==> src/rtl/unidad_control_multiciclo.sv <==
`default_nettype none
// ============================================================================
// Module   : unidad_control_multiciclo
// Brief    : Main control FSM for the multi-cycle MIPS-subset datapath.
//            It sequences fetch, decode, execute, memory and write-back for
//            R-type, lw, sw, beq and j. Each cycle it drives the datapath
//            enables, the mux selects and the ALU-operation class (dataUC).
// Ports    : clk, rst_n (async, active-low)
//            Opcode[5:0]   IR[31:26], sampled in DECODE
//            mem_ready     memory handshake (FETCH, MEM_READ, MEM_WRITE only)
//            dataUC[2:0]   ALU class: 000 add, 001 sub, 010 R-type
//            PCWrite, PCWriteCond, IorD, MemRead, MemWrite, IRWrite,
//            MemToReg, RegDst, RegWrite, ALUSrcA, ALUSrcB[1:0], PCSource[1:0]
//            instr_done    pulse in the last cycle of every instruction
//            illegal_op    sticky undefined-opcode flag
// Options  : UC_ILLEGAL_TRAP_EN defined   -> illegal opcode enters TRAP and
//                                           sets illegal_op until reset.
//            UC_ILLEGAL_TRAP_EN undefined -> illegal opcode executes as NOP,
//                                           illegal_op tied to 0.
// Revision : 1.0 - initial release
// ============================================================================
module unidad_control_multiciclo #(
    parameter int unsigned W_STATE = 4
) (
    input  logic       clk,
    input  logic       rst_n,
    input  logic [5:0] Opcode,
    input  logic       mem_ready,
    output logic [2:0] dataUC,
    output logic       PCWrite,
    output logic       PCWriteCond,
    output logic       IorD,
    output logic       MemRead,
    output logic       MemWrite,
    output logic       IRWrite,
    output logic       MemToReg,
    output logic       RegDst,
    output logic       RegWrite,
    output logic       ALUSrcA,
    output logic [1:0] ALUSrcB,
    output logic [1:0] PCSource,
    output logic       instr_done,
    output logic       illegal_op
);

    localparam logic [5:0] c_OP_RTYPE = 6'b000000;
    localparam logic [5:0] c_OP_LW    = 6'b100011;
    localparam logic [5:0] c_OP_SW    = 6'b101011;
    localparam logic [5:0] c_OP_BEQ   = 6'b000100;
    localparam logic [5:0] c_OP_J     = 6'b000010;

    typedef enum logic [W_STATE-1:0] {
        st_idle      = 4'd0,
        st_fetch     = 4'd1,
        st_decode    = 4'd2,
        st_mem_addr  = 4'd3,
        st_mem_read  = 4'd4,
        st_mem_wb    = 4'd5,
        st_mem_write = 4'd6,
        st_exec_r    = 4'd7,
        st_r_wb      = 4'd8,
        st_branch    = 4'd9,
`ifdef UC_ILLEGAL_TRAP_EN
        st_jump      = 4'd10,
        st_trap      = 4'd11
`else
        st_jump      = 4'd10
`endif
    } state_t;

    state_t     r_state;
    state_t     w_next;
    logic [5:0] r_opcode;   // opcode captured on DECODE exit

    // State and opcode register
    always_ff @(posedge clk or negedge rst_n) begin
        if (!rst_n) begin
            r_state  <= st_idle;
            r_opcode <= 6'b000000;
        end else begin
            r_state <= w_next;
            if (r_state == st_decode) begin
                r_opcode <= Opcode;
            end
        end
    end

`ifdef UC_ILLEGAL_TRAP_EN
    logic r_illegal;

    // Sticky flag: set on the edge that enters TRAP, cleared only by reset
    always_ff @(posedge clk or negedge rst_n) begin
        if (!rst_n) begin
            r_illegal <= 1'b0;
        end else if (w_next == st_trap) begin
            r_illegal <= 1'b1;
        end
    end

    assign illegal_op = r_illegal;
`else
    assign illegal_op = 1'b0;
`endif

    // Next-state and output decode
    always_comb begin
        w_next      = r_state;
        dataUC      = 3'b000;
        PCWrite     = 1'b0;
        PCWriteCond = 1'b0;
        IorD        = 1'b0;
        MemRead     = 1'b0;
        MemWrite    = 1'b0;
        IRWrite     = 1'b0;
        MemToReg    = 1'b0;
        RegDst      = 1'b0;
        RegWrite    = 1'b0;
        ALUSrcA     = 1'b0;
        ALUSrcB     = 2'b00;
        PCSource    = 2'b00;
        instr_done  = 1'b0;

        case (r_state)
            st_idle: begin
                w_next = st_fetch;
            end
            st_fetch: begin
                MemRead = 1'b1;
                ALUSrcB = 2'b01;
                // IR and PC may only update in the cycle the read completes
                if (mem_ready) begin
                    IRWrite = 1'b1;
                    PCWrite = 1'b1;
                    w_next  = st_decode;
                end
            end
            st_decode: begin
                ALUSrcB = 2'b11;    // branch target precomputed here
                case (Opcode)
                    c_OP_RTYPE:      w_next = st_exec_r;
                    c_OP_LW, c_OP_SW: w_next = st_mem_addr;
                    c_OP_BEQ:        w_next = st_branch;
                    c_OP_J:          w_next = st_jump;
                    default: begin
`ifdef UC_ILLEGAL_TRAP_EN
                        w_next = st_trap;
`else
                        // Undefined opcode retires as a NOP
                        w_next     = st_fetch;
                        instr_done = 1'b1;
`endif
                    end
                endcase
            end
            st_mem_addr: begin
                ALUSrcA = 1'b1;
                ALUSrcB = 2'b10;
                // Only lw or sw can reach this state
                w_next  = (r_opcode == c_OP_SW) ? st_mem_write : st_mem_read;
            end
            st_mem_read: begin
                MemRead = 1'b1;
                IorD    = 1'b1;
                if (mem_ready) begin
                    w_next = st_mem_wb;
                end
            end
            st_mem_wb: begin
                RegWrite   = 1'b1;
                MemToReg   = 1'b1;
                instr_done = 1'b1;
                w_next     = st_fetch;
            end
            st_mem_write: begin
                MemWrite = 1'b1;
                IorD     = 1'b1;
                if (mem_ready) begin
                    instr_done = 1'b1;
                    w_next     = st_fetch;
                end
            end
            st_exec_r: begin
                ALUSrcA = 1'b1;
                dataUC  = 3'b010;
                w_next  = st_r_wb;
            end
            st_r_wb: begin
                RegDst     = 1'b1;
                RegWrite   = 1'b1;
                instr_done = 1'b1;
                w_next     = st_fetch;
            end
            st_branch: begin
                ALUSrcA     = 1'b1;
                dataUC      = 3'b001;
                PCWriteCond = 1'b1;
                PCSource    = 2'b01;
                instr_done  = 1'b1;
                w_next      = st_fetch;
            end
            st_jump: begin
                PCWrite    = 1'b1;
                PCSource   = 2'b10;
                instr_done = 1'b1;
                w_next     = st_fetch;
            end
`ifdef UC_ILLEGAL_TRAP_EN
            st_trap: begin
                w_next = st_trap;
            end
`endif
            default: begin
                w_next = st_idle;
            end
        endcase
    end

endmodule
`default_nettype wire
==> config.mk <==
export PLATFORM = sky130hd
export DESIGN_NAME = unidad_control_multiciclo
export DESIGN_NICKNAME = d
export VERILOG_FILES = /design/src/rtl/unidad_control_multiciclo.sv
export SDC_FILE = /design/constraint.sdc
export NUM_CORES = 1
export LEC_CHECK = 0
export CAP_MARGIN = 30
export CORE_UTILIZATION = 43
export DETAILED_ROUTE_END_ITERATION = 6
export GPL_TIMING_DRIVEN = 0
export PLACE_DENSITY_LB_ADDON = 0.12
export RECOVER_POWER = 25
export SYNTH_ARGS = -nofsm -noshare
export SYNTH_HDL_FRONTEND = slang
export SYNTH_SLANG_ARGS = --single-unit
export TNS_END_PERCENT = 5
==> constraint.sdc <==
create_clock -name clk -period 2.2 [get_ports clk]
set_clock_uncertainty 0.05 [all_clocks]
set_input_delay 0.33 -clock clk [delete_from_list [all_inputs] [get_ports clk]]
set_output_delay 0.33 -clock clk [all_outputs]
set_load 0.02 [all_outputs]
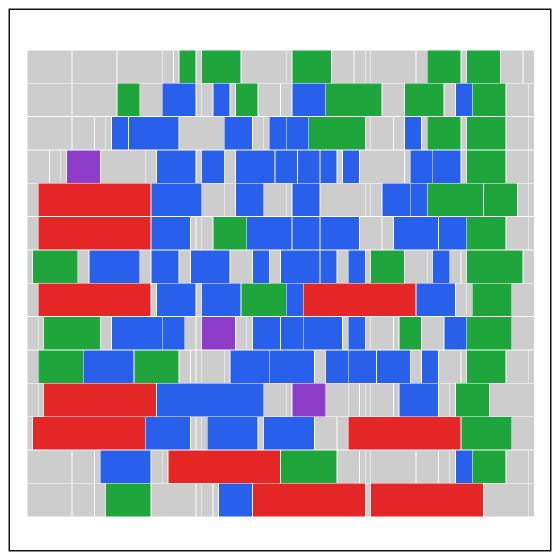
(run_1/class_map.png)
Fill, decap, tap and diode cells in gray.
- clock-net drivers: purple (cells 3; share of their area 2.2%)
- registers: red (cells 10; share of their area 24%)
- remaining buffers and delay cells: green (cells 34; share of their area 29%)
- remaining logic cells: blue (cells 64; share of their area 44%)
fin area: 1050 um2
number of cell rows: 14
CORE AREA: 1580 um2

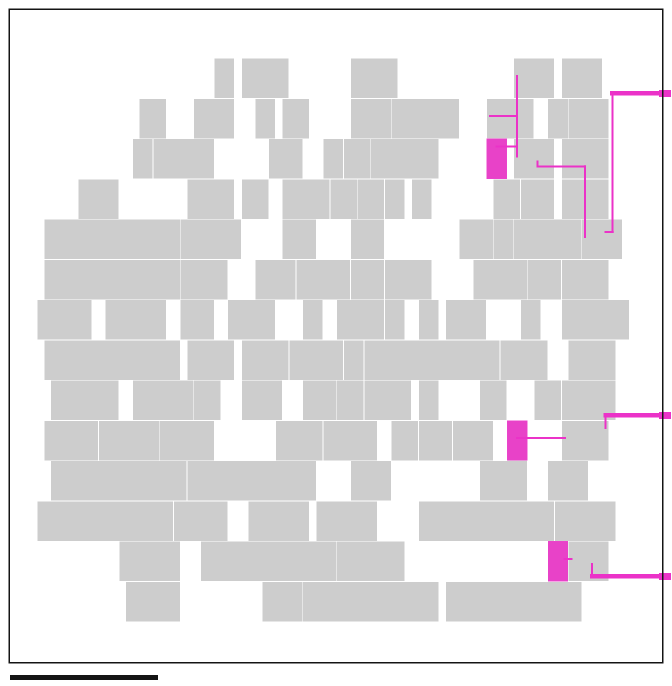
(run_1/port_trees.png)
The bar under the picture is 10 um long.
- dataUC: magenta (direction output; end cells 3; wire 43.0 um)
# IOs: 28
PortBufs: 24

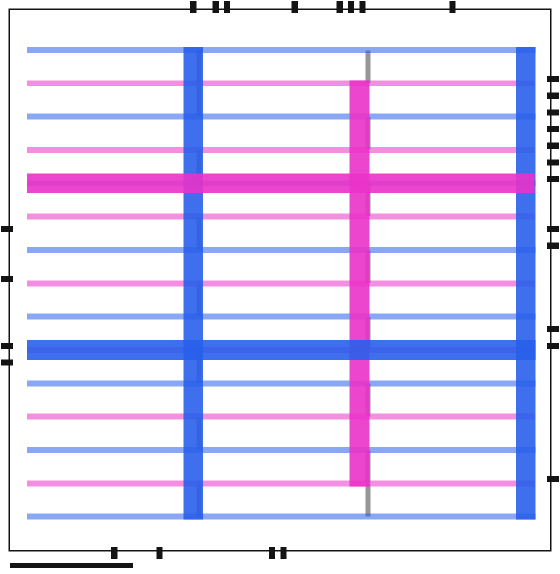
(run_1/floorplan.png)
The bar under the picture is 10 um long. Pins as bars on the die edge. Tap cells in gray.
- VDD: magenta
- VSS: blue
- tap cells: 16
- signal pins: 28
- met5 straps: 2
- rows: 14
die height: 44.1 um
worst vdd ir: 733 uV

-- run 1: what timing repair did --
| action | in CTS | in global routing |
|---|---|---|
| gates resized | 20 | 9 |
| setup buffers | 0 | 0 |
| setup endpoints to repair | 14 | 6 |
| pin swaps | 0 | 1 |
-- run 1: layout by cell type, fill, tap and decap left out, types with 2 or more instances in the layout --
master	n
nor2_1	11
dfrtp_1	10
buf_4	8
dlygate4sd2_1	8
mux2_2	7
dlymetal6s2s_1	6
clkdlybuf4s50_1	5
clkbuf_4	4
a21oi_1	4
nand2b_1	3
nor3_1	3
or2_2	3
and2_1	3
buf_2	2
nand3b_1	2
nand2_1	2
a21o_1	2
o22a_1	2
a211o_1	2
xnor2_1	2
conb_1	2
-- run 1: power by group --
part / total, mW / switching, mW / internal, mW
Clock: 0.119 / 0.0561 / 0.0629
Sequential: 0.312 / 0.0435 / 0.268
Combinational: 0.826 / 0.442 / 0.384
-- run 1: per-layer routing --
layer / track usage / share of wire
met1: 0.257 / 0.45
met2: 0.306 / 0.48
met3: 0.0612 / 0.061
met4: 0.0727 / 0.011
met5: 0 / 0
-- run 1: cells by family after synthesis --
logic type | count (synthesis)
mux | 8
xor+xnor | 2
buf+inv | 11
flops | 10
compound gates | 17
other cells | 1
simple gates | 34
-- run 1: cell type report --
cell class                 instances  area (um2)  area share
multi-input combinational         63         453       0.430
sequential                        10         250       0.238
timing repair buffer              24         230       0.219
buffer                            10        72.6      0.0690
clock buffer                       3        22.5      0.0214
tap                               16        20.0      0.0190
inverter                           1        3.75     0.00357
-- run 1: metrics by stage --
step / instances / hold slack [ps] / instance area (um2)
after floorplan: 84 / -15.6 / 764
after detailed placement: 124 / 438 / 1020
after global placement: 124 / 431 / 1020
after global routing: 127 / 344 / 1050
final: 127 / 338 / 1050
after CTS: 127 / 332 / 1050
==> flow_summary.ini, run 1 <==
; physical design summary
[placement]
place_congestion = 0.804
dp_slack_ps = -429

[power_and_ir_drop]
power_mw = 1.26

[sta]
setup_slack_ps = 25.2
finalCriticalPeriod_ps = 2170
rsz0062_at_grt = yes
setup_tns_ps = 0
finalHoldViolations = 0

[synthesis]
synth_cell_type_count = 35
top_logic_kind = simple AND/OR/NAND/NOR gates
synthAdderAreaFrac = 0
ys_async_sr_fraction = 1.00
syn_area_per_cell_um2 = 9.17
synthSimpleGateAreaFrac = 0.266
top_cells_by_count = nor2_1, dfrtp_1, mux2_2, buf_4
ff_type = dfrtp_1
most_common_cell = nor2_1
yosys-stat-area_um2 = 761
xor_area_frac = 0.0230
syn-cell-area_um2 = 761

[final_layout]
fin_util = 0.667
largest_reg_flops = 6
final_nets = 122
syn2layout_area_growth_pct = 38.3

[critical_path]
crit_type = in -> out
r2r_slack_ps = 510
required_ps = 1820
critPathLaunchType = input port
crit_chain = clkdlybuf4s50_1 > or3_4 > o22a_1 > a211o_1 > buf_2
arrival_ps = 1790
crit_path_max_fanout = 5
end_kind = output port

[die]
die_w_um = 44.1
fp_util = 0.483
die-area_um2 = 1940

[hold_path]
min_path_cells = 2
hold_path_end = r_opcode[0]
hp-start = Opcode[0]
min_path_type = in -> reg

[detailed_routing]
ant_nets = 0

[cts]
cts_tree = built
clock_sinks = 10
hold_buffers = 0
worstSkewPairLatency_ps = 260
cts-buffers-inserted = 3
clockBufferDepth = 2

[status]
status = finished, final reports clean

[global_routing]
grt.total_usage = 0.197
grt_first_pass_wirelength_um = 2770
antenna_found_initial = 0
==> run 1 -> run 2 <==
- SLEW_MARGIN: default -> 20
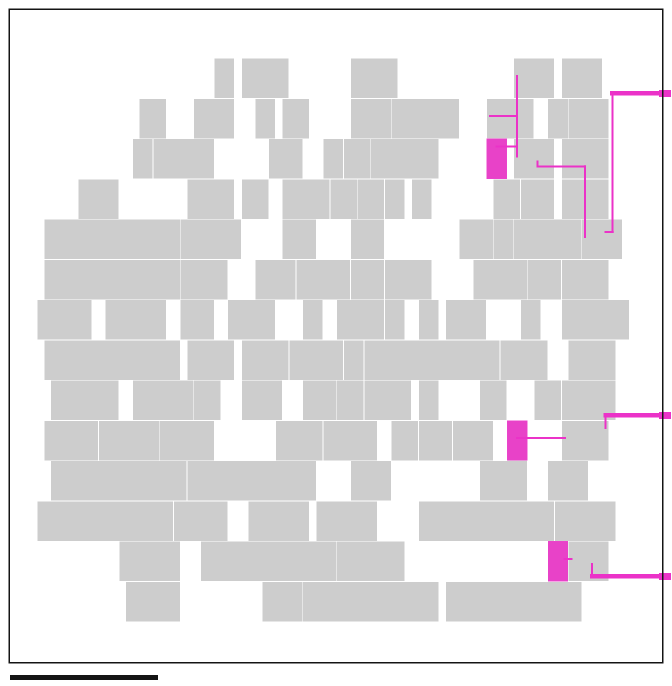
(run_2/port_trees.png)
The bar under the picture is 10 um long.
- dataUC: magenta (direction output; end cells 3; wire 43.0 um)

==> flow_summary.ini, run 2 <==
; physical design summary
[status]
status = finished, final reports clean

[synthesis]
ys_async_sr_fraction = 1.00
syn_area_per_cell_um2 = 9.17
edf_count = 0
yosys-stat-area_um2 = 761
most_common_cell = nor2_1
top_logic_kind = simple AND/OR/NAND/NOR gates
syn-cell-area_um2 = 761
synthSimpleGateAreaFrac = 0.266
synthAdderAreaFrac = 0
synth_seq_share = 0.329
ys_top_cells_by_area = dfrtp_1, mux2_2, nor2_1, buf_4, nand2b_1
ff_type = dfrtp_1
xor_area_frac = 0.0230

[cts]
clock_sinks = 10
cts_tree = built
worstSkewPairLatency_ps = 260
cts-buffers-inserted = 3
hold_buffers = 0
post_cts_buffers = 0

[global_routing]
grt_first_pass_wirelength_um = 2770
grt_use_met2 = 0.306
grtUsageMet3 = 0.0612
met1_usage = 0.257
grt.total_usage = 0.197
antenna_found_initial = 0
busiest_layer = met2

[critical_path]
crit_type = in -> out
critPathLaunchType = input port
crit_path_max_fanout = 5
arrival_ps = 1790
end_kind = output port
required_ps = 1820

[placement]
dp_slack_ps = -429
place_congestion = 0.804
portBuffers = 24
place_inst = 124
postPlaceCellArea_um2 = 1020

[final_layout]
instances_no_fill = 127
mostFrequentLayoutCells = nor2_1, dfrtp_1, buf_4, dlygate4sd2_1, mux2_2
largest_reg_flops = 6
design_area_um2 = 1050
syn2layout_area_growth_pct = 38.3
seqCellArea_um2 = 250
lay_top_count = nor2_1
fin_util = 0.667
final_nets = 122

[sta]
rsz0062_at_grt = yes
hold-worst-slack_ps = 338
finalCriticalPeriod_ps = 2170
setup_tns_ps = 0
setup_slack_ps = 25.2

[power_and_ir_drop]
irDropWorstVdd_uv = 733
power_mw = 1.26
powerDensity_nw_per_um2 = 1190

[die]
core_region_area_um2 = 1580
placementRows = 14
ios = 28
fp_util = 0.483
die_w_um = 44.1
die_h_um = 44.1
die-area_um2 = 1940

[detailed_routing]
top_layer = met4
drt-met1-wl_um = 758
ant_nets = 0
wl_met3_um = 103
dr_wl_met2_um = 810

[flow_run]
warnings = 28

[hold_path]
min_path_type = in -> reg
==> run 2: cell counts after synthesis <==
Identical to the previous run, type by type.
==> run 2: cell type report <==
| class | count | share of cell area |
|---|---|---|
| tap | 16 | 0.0190 |
| inverter | 1 | 0.00357 |
| timing repair buffer | 24 | 0.219 |
| clock buffer | 3 | 0.0214 |
| sequential | 10 | 0.238 |
| buffer | 10 | 0.0690 |
| multi-input combinational | 63 | 0.430 |
==> run 2: critical path, stage by stage <==
cell and delay [ps]:
clkdlybuf4s50_1 410, or3_4 410, o22a_1 200, a211o_1 280, buf_2 160
==> run 2: final timing paths <==
kind | endpoint | from | slack, ps | cells past startpoint
max | instr_done | Opcode[3] | 30 | 5
min | r_opcode[0] | Opcode[0] | 340 | 2
max reg2reg | r_state[3] | r_state[2] | 510 | 4
min reg2reg | r_opcode[5] | r_opcode[5] | 450 | 1
max in group asynchronous | r_opcode[1] | rst_n | 1380 | 1
min in group asynchronous | r_opcode[2] | rst_n | 400 | 1
==> run 2: power breakdown <==
| group | total [mW] | internal, mW | leakage, nW | switching (mW) |
|---|---|---|---|---|
| Combinational | 0.826 | 0.384 | 0.424 | 0.442 |
| Sequential | 0.312 | 0.268 | 0.122 | 0.0435 |
| Clock | 0.119 | 0.0629 | 0.0138 | 0.0561 |
| Total | 1.26 | 0.715 | 0.560 | 0.542 |
==> run 2: logic make-up (layout without fill, tap and decap cells) <==
family / Yosys count / count (layout)
buffers and inverters: 11 / 38
muxes: 8 / 8
DFF: 10 / 10
xor gates and xnor gates: 2 / 2
other: 1 / 2
AOI/OAI and AO/OA: 17 / 17
and+or+nand+nor: 34 / 34
==> run 2: repair_timing <==
item,4_1_cts,5_1_grt
setup endpoints to repair,14,6
pin swaps,0,1
resized,20,9
Power is estimated from default activity; no workload was simulated.
